==> src/rtl/cpu_pkg.sv <==
// Shared CPU definitions: word width, reset/NOP defaults, instruction memory size,
// and the IF/ID pipeline register payload.
// Imported by the fetch stage, its interface and the pipeline register.
package cpu_pkg;

    localparam int XLEN = 32;

    typedef logic [XLEN-1:0] word_t;

    localparam word_t RESET_PC_DEFAULT   = 32'h0000_0000;
    localparam int    IMEM_DEPTH_DEFAULT = 64;
    // sll $0,$0,0 -- the canonical MIPS bubble
    localparam word_t NOP_INSTR_DEFAULT  = 32'h0000_0000;

    // Payload carried from fetch into decode
    typedef struct packed {
        word_t instr;
        word_t pc;
        word_t pc4;
        logic  valid;
    } if_id_t;

    // Byte address -> word index into the instruction memory
    function automatic word_t word_index(input word_t byte_addr);
        return {2'b00, byte_addr[XLEN-1:2]};
    endfunction

endpackage

==> src/rtl/instruction_fetch_stage_if.sv <==
// Fetch-stage bus: control from later stages, instruction memory link, IF/ID outputs.
// master = fetch stage (drives PC/memory address/IF/ID/errors).
// slave  = surroundings (drive stall/redirect and the memory read data).
interface instruction_fetch_stage_if;
    import cpu_pkg::*;

    logic   stall;
    logic   redirect;
    word_t  redirect_target;
    word_t  imem_addr;
    word_t  imem_data;
    word_t  fetch_pc;
    if_id_t if_id;
    logic   range_err;
    logic   misalign_err;

    modport master (
        input  stall, redirect, redirect_target, imem_data,
        output imem_addr, fetch_pc, if_id, range_err, misalign_err
    );

    modport slave (
        output stall, redirect, redirect_target, imem_data,
        input  imem_addr, fetch_pc, if_id, range_err, misalign_err
    );

endinterface

==> src/rtl/if_id_pipe_reg.sv <==
// Pipeline register between fetch and decode holding instr/pc/pc4/valid.
// Latency 1 cycle; priority flush > hold > load.
// No backpressure of its own: hold freezes contents, flush inserts a bubble.
// Ports: clk, rst (async, active high), load/flush/hold controls, d in, q out.
module if_id_pipe_reg
    import cpu_pkg::*;
#(
    parameter word_t NOP_INSTR = NOP_INSTR_DEFAULT
) (
    input  logic   clk,
    input  logic   rst,
    input  logic   load,
    input  logic   flush,
    input  logic   hold,
    input  if_id_t d,
    output if_id_t q
);

    always_ff @(posedge clk or posedge rst) begin
        if (rst) begin
            q.instr <= NOP_INSTR;
            q.pc    <= '0;
            q.pc4   <= '0;
            q.valid <= 1'b0;
        end else if (flush) begin
            // Bubble in: PC/PC4 deliberately left as they were
            q.instr <= NOP_INSTR;
            q.valid <= 1'b0;
        end else if (hold) begin
            q <= q;
        end else if (load) begin
            q <= d;
        end
    end

endmodule

==> src/rtl/instruction_fetch_stage.sv <==
// MIPS fetch stage: owns the PC, addresses the combinational imem, fills IF/ID.
// Latency: fetch-to-IF/ID 1 cycle (memory read is same-cycle).
// Backpressure: stall freezes PC and IF/ID; redirect wins over stall and flushes IF/ID.
// Ports: clk, rst (async, active high), bus (instruction_fetch_stage_if.master).
module instruction_fetch_stage
    import cpu_pkg::*;
#(
    parameter word_t RESET_PC   = RESET_PC_DEFAULT,
    parameter int    IMEM_DEPTH = IMEM_DEPTH_DEFAULT,
    parameter word_t NOP_INSTR  = NOP_INSTR_DEFAULT
) (
    input  logic                      clk,
    input  logic                      rst,
    instruction_fetch_stage_if.master bus
);

    word_t  pc;
    word_t  pc_plus4;
    logic   range_err;
    logic   misalign_err;
    logic   advance;
    if_id_t if_id_d;

    // Natural 32-bit wrap: 0xFFFF_FFFC + 4 -> 0
    assign pc_plus4  = pc + 32'd4;
    assign range_err = (word_index(pc) >= word_t'(IMEM_DEPTH));
    assign advance   = !bus.redirect && !bus.stall;

    always_ff @(posedge clk or posedge rst) begin
        if (rst) begin
            pc <= RESET_PC;
        end else if (bus.redirect) begin
            // Force word alignment; a misaligned target is flagged, not trapped
            pc <= bus.redirect_target & ~word_t'(3);
        end else if (!bus.stall) begin
            pc <= pc_plus4;
        end
    end

    always_ff @(posedge clk or posedge rst) begin
        if (rst) begin
            misalign_err <= 1'b0;
        end else if (bus.redirect && (bus.redirect_target[1:0] != 2'b00)) begin
            misalign_err <= 1'b1;
        end
    end

    // Out-of-range fetches still advance and record their PC, but the memory
    // word is not trusted, so a bubble is captured instead.
    always_comb begin
        if_id_d.instr = range_err ? NOP_INSTR : bus.imem_data;
        if_id_d.pc    = pc;
        if_id_d.pc4   = pc_plus4;
        if_id_d.valid = !range_err;
    end

    if_id_pipe_reg #(
        .NOP_INSTR (NOP_INSTR)
    ) u_if_id (
        .clk   (clk),
        .rst   (rst),
        .load  (advance),
        .flush (bus.redirect),
        .hold  (bus.stall),
        .d     (if_id_d),
        .q     (bus.if_id)
    );

    assign bus.imem_addr    = word_index(pc);
    assign bus.fetch_pc     = pc;
    assign bus.range_err    = range_err;
    assign bus.misalign_err = misalign_err;

endmodule

==> src/flat_wrapper.sv <==
// flat-port wrapper written by rule: the top's interface ports become plain ports
module instruction_fetch_stage_flat import cpu_pkg::*;
#(
    parameter word_t RESET_PC   = RESET_PC_DEFAULT,
    parameter int    IMEM_DEPTH = IMEM_DEPTH_DEFAULT,
    parameter word_t NOP_INSTR  = NOP_INSTR_DEFAULT
)
  (clk, rst, bus_stall, bus_redirect, bus_redirect_target, bus_imem_data, bus_imem_addr, bus_fetch_pc, bus_if_id, bus_range_err, bus_misalign_err);
  instruction_fetch_stage_if bus_i ();
  input  logic clk;
  input  logic rst;
  input wire logic [$bits(bus_i.stall)-1:0] bus_stall;
  input wire logic [$bits(bus_i.redirect)-1:0] bus_redirect;
  input wire logic [$bits(bus_i.redirect_target)-1:0] bus_redirect_target;
  input wire logic [$bits(bus_i.imem_data)-1:0] bus_imem_data;
  output wire logic [$bits(bus_i.imem_addr)-1:0] bus_imem_addr;
  output wire logic [$bits(bus_i.fetch_pc)-1:0] bus_fetch_pc;
  output wire logic [$bits(bus_i.if_id)-1:0] bus_if_id;
  output wire logic [$bits(bus_i.range_err)-1:0] bus_range_err;
  output wire logic [$bits(bus_i.misalign_err)-1:0] bus_misalign_err;
  assign bus_i.stall = bus_stall;
  assign bus_i.redirect = bus_redirect;
  assign bus_i.redirect_target = bus_redirect_target;
  assign bus_i.imem_data = bus_imem_data;
  assign bus_imem_addr = bus_i.imem_addr;
  assign bus_fetch_pc = bus_i.fetch_pc;
  assign bus_if_id = bus_i.if_id;
  assign bus_range_err = bus_i.range_err;
  assign bus_misalign_err = bus_i.misalign_err;
  instruction_fetch_stage #(.RESET_PC(RESET_PC), .IMEM_DEPTH(IMEM_DEPTH), .NOP_INSTR(NOP_INSTR)) u_core (.clk(clk), .rst(rst), .bus(bus_i));
endmodule
==> config.mk <==
export PLATFORM = sky130hd
export DESIGN_NAME = instruction_fetch_stage_flat
export DESIGN_NICKNAME = d
export VERILOG_FILES = /design/src/rtl/cpu_pkg.sv /design/src/rtl/instruction_fetch_stage_if.sv /design/src/rtl/if_id_pipe_reg.sv /design/src/rtl/instruction_fetch_stage.sv /design/src/flat_wrapper.sv
export SDC_FILE = /design/constraint.sdc
export NUM_CORES = 1
export LEC_CHECK = 0
export ABC_AREA = 1
export CAP_MARGIN = 10
export CORE_ASPECT_RATIO = 1.5
export CORE_UTILIZATION = 25
export CTS_BUF_LIST = sky130_fd_sc_hd__clkbuf_4
export CTS_CLUSTER_DIAMETER = 80
export DETAILED_ROUTE_END_ITERATION = 10
export PLACE_DENSITY = 0.5
export SYNTH_ARGS = -nofsm -noshare
export SYNTH_HDL_FRONTEND = slang
export SYNTH_SLANG_ARGS = --single-unit
==> constraint.sdc <==
create_clock -name clk -period 5 [get_ports clk]
set_clock_uncertainty 0.05 [all_clocks]
set_input_delay 0.75 -clock clk [delete_from_list [all_inputs] [get_ports clk]]
set_output_delay 0.75 -clock clk [all_outputs]
set_load 0.1 [all_outputs]
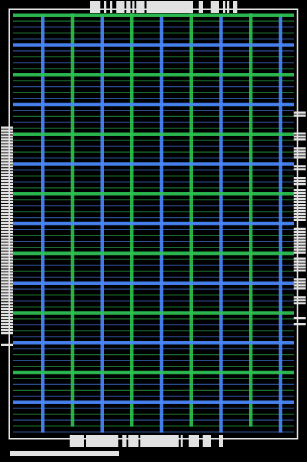
(floorplan with the power grid)
Bar = 50 um. Pins as bars on the die edge.
[blue] VSS
[green] VDD
signal pins: 231
met5 straps: 14
rows: 70

==> impl_metrics.json <==
{
  "status": "completed",
  "most-common-layout-cells": "nand2_1 (330), clkdlybuf4s50_1 (222), dfrtp_1 (124)",
  "synth_seq_share_pct": 49.7,
  "hold-worst-slack_ns": 0.437,
  "worst_pin_slew_ns": 1.06,
  "viasPerCell": 4.22,
  "critPathMaxStageDelay_ns": 0.97,
  "post-cts-setup-buffers": 0,
  "port_buffers": 222,
  "fmax_ghz": 0.259,
  "wl_met2_um": 11400,
  "gp_congestion": 0.803,
  "core_mm2": 0.0244,
  "ant_nets": 0,
  "irDropWorstVdd_mv": 0.142,
  "clock_latency_ns": 0.55,
  "fin_crit_sh_pct": 77.1,
  "crit_chain": "inv_1, nand4_1, nor2_1, nand2_1, nor2_4, buf_4, inv_1, clkdlybuf4s50_1",
  "wire_per_inst_um": 16.3,
  "fin_ws_ns": 1.15,
  "wirelength_um": 21200,
  "ys_warn_count": 0,
  "p_sw_share_pct": 49.4,
  "finalSetupTns_ns": 0,
  "cp_top_family": "buffers and inverters",
  "final_common_cell": "nand2_1",
  "yosysCellCount": 807,
  "vias": 5501,
  "worst-r2r-cell-count": 10,
  "dpl-instance-area_mm2": 0.00834,
  "grt_pass1_wl_um": 32900,
  "die_area_mm2": 0.0256,
  "final_cell_area_mm2": 0.00860,
  "fp.dieW_um": 131,
  "drt_first_pass_iters": 4,
  "initCoreUtil_pct": 25.5,
  "ys_ff": 124,
  "nets": 1037,
  "cts_tree": "yes"
}
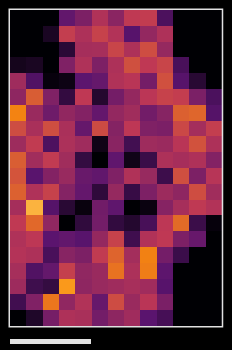
(cell area per tile)
Bar = 50 um. The die is cut into 13 by 20 equal tiles; black is low, pale yellow is high, 0 to 100% covered.
tiles over 75% full: 0.80%
fullest tile: 84%
emptiest ninth of the die: lower right
nearly empty tiles: 16%

==> per-stage QoR <==
stage | std cells | power, W | utilization [%]
finish | 1304 | 0.00341 | 35.2
global route | 1304 | 0.00357 | 35.2
CTS | 1303 | 0.00347 | 35.2
detailed placement | 1272 | 0.00275 | 34.1
global placement | 1272 | 0.00275 | 34.1
floorplan | 814 | 0.00241 | -
==> power groups by stage <==
stage	logic (W)	clock network [W]	registers, W
final	0.00152	0.000699	0.00120
after detailed placement	0.00153	0	0.00122
after floorplan	0.000670	0	0.00174
after global routing	0.00158	0.000777	0.00121
after global placement	0.00154	0	0.00121
after CTS	0.00153	0.000738	0.00120
==> per-layer routing <==
| metal | vias up | GRT usage, % |
|---|---|---|
| li1 | 2741 | - |
| met1 | 2572 | 19.5 |
| met2 | 163 | 31.4 |
| met3 | 25 | 4.22 |
| met4 | 0 | 6.98 |
| met5 | - | 0 |
==> cell usage after synthesis, drive strengths merged <==
cell	n
dfrtp	124
clkbuf	16
inv	60
nor2	59
conb	1
or2	1
nand2	335
o211ai	4
nand3	57
xnor2	2
ha	2
nor3	1
a21oi	4
o21ai	51
buf	79
xor2	7
o21bai	1
nand4	3
==> tightest hold or removal path: stages (launching register included) <==
cell and delay (ns):
dfrtp_1 0.35, nand2_1 0.05, nand2_1 0.05
==> cells by family after synthesis <==
| family | share of synthesized area (%) |
|---|---|
| other | 0.0601 |
| buffers and inverters | 13.7 |
| DFF | 49.7 |
| xor gates and xnor gates | 1.26 |
| AOI/OAI and AO/OA | 5.01 |
| adders and majority gates | 0.401 |
| and+or+nand+nor | 29.8 |
==> state kept, by name (all words and copies together) (netlist names) <==
register / count
u_core.bus.fetch_pc: 30
u_core.bus.misalign_err: 1
u_core.u_if_id.q: 93
==> area by class of cell <==
cell class | count | area (um2)
diodes | 1 | 2.50
clock buffers | 21 | 158
clock inverters | 10 | 100
fillers | 2551 | 15800
inverters | 60 | 228
multi-input cells | 535 | 2320
flip-flops and latches | 124 | 3100
well taps | 324 | 405
repair buffers | 229 | 2290
==> final timing paths <==
path	from	end
setup / recovery	u_core.bus.fetch_pc[24]$_DFFE_PP0N_	bus_range_err
hold / removal	u_core.u_if_id.q[25]$_DFFE_PP0P_	u_core.u_if_id.q[25]$_DFFE_PP0P_
setup reg to reg	u_core.bus.fetch_pc[2]$_DFFE_PP0N_	u_core.bus.fetch_pc[20]$_DFFE_PP0N_
hold reg to reg	u_core.u_if_id.q[25]$_DFFE_PP0P_	u_core.u_if_id.q[25]$_DFFE_PP0P_
max in group asynchronous	rst	u_core.u_if_id.q[76]$_DFFE_PP0P_
min in group asynchronous	rst	u_core.bus.fetch_pc[17]$_DFFE_PP0N_
Power figures rest on the tool's default switching activity, not on a simulated workload.
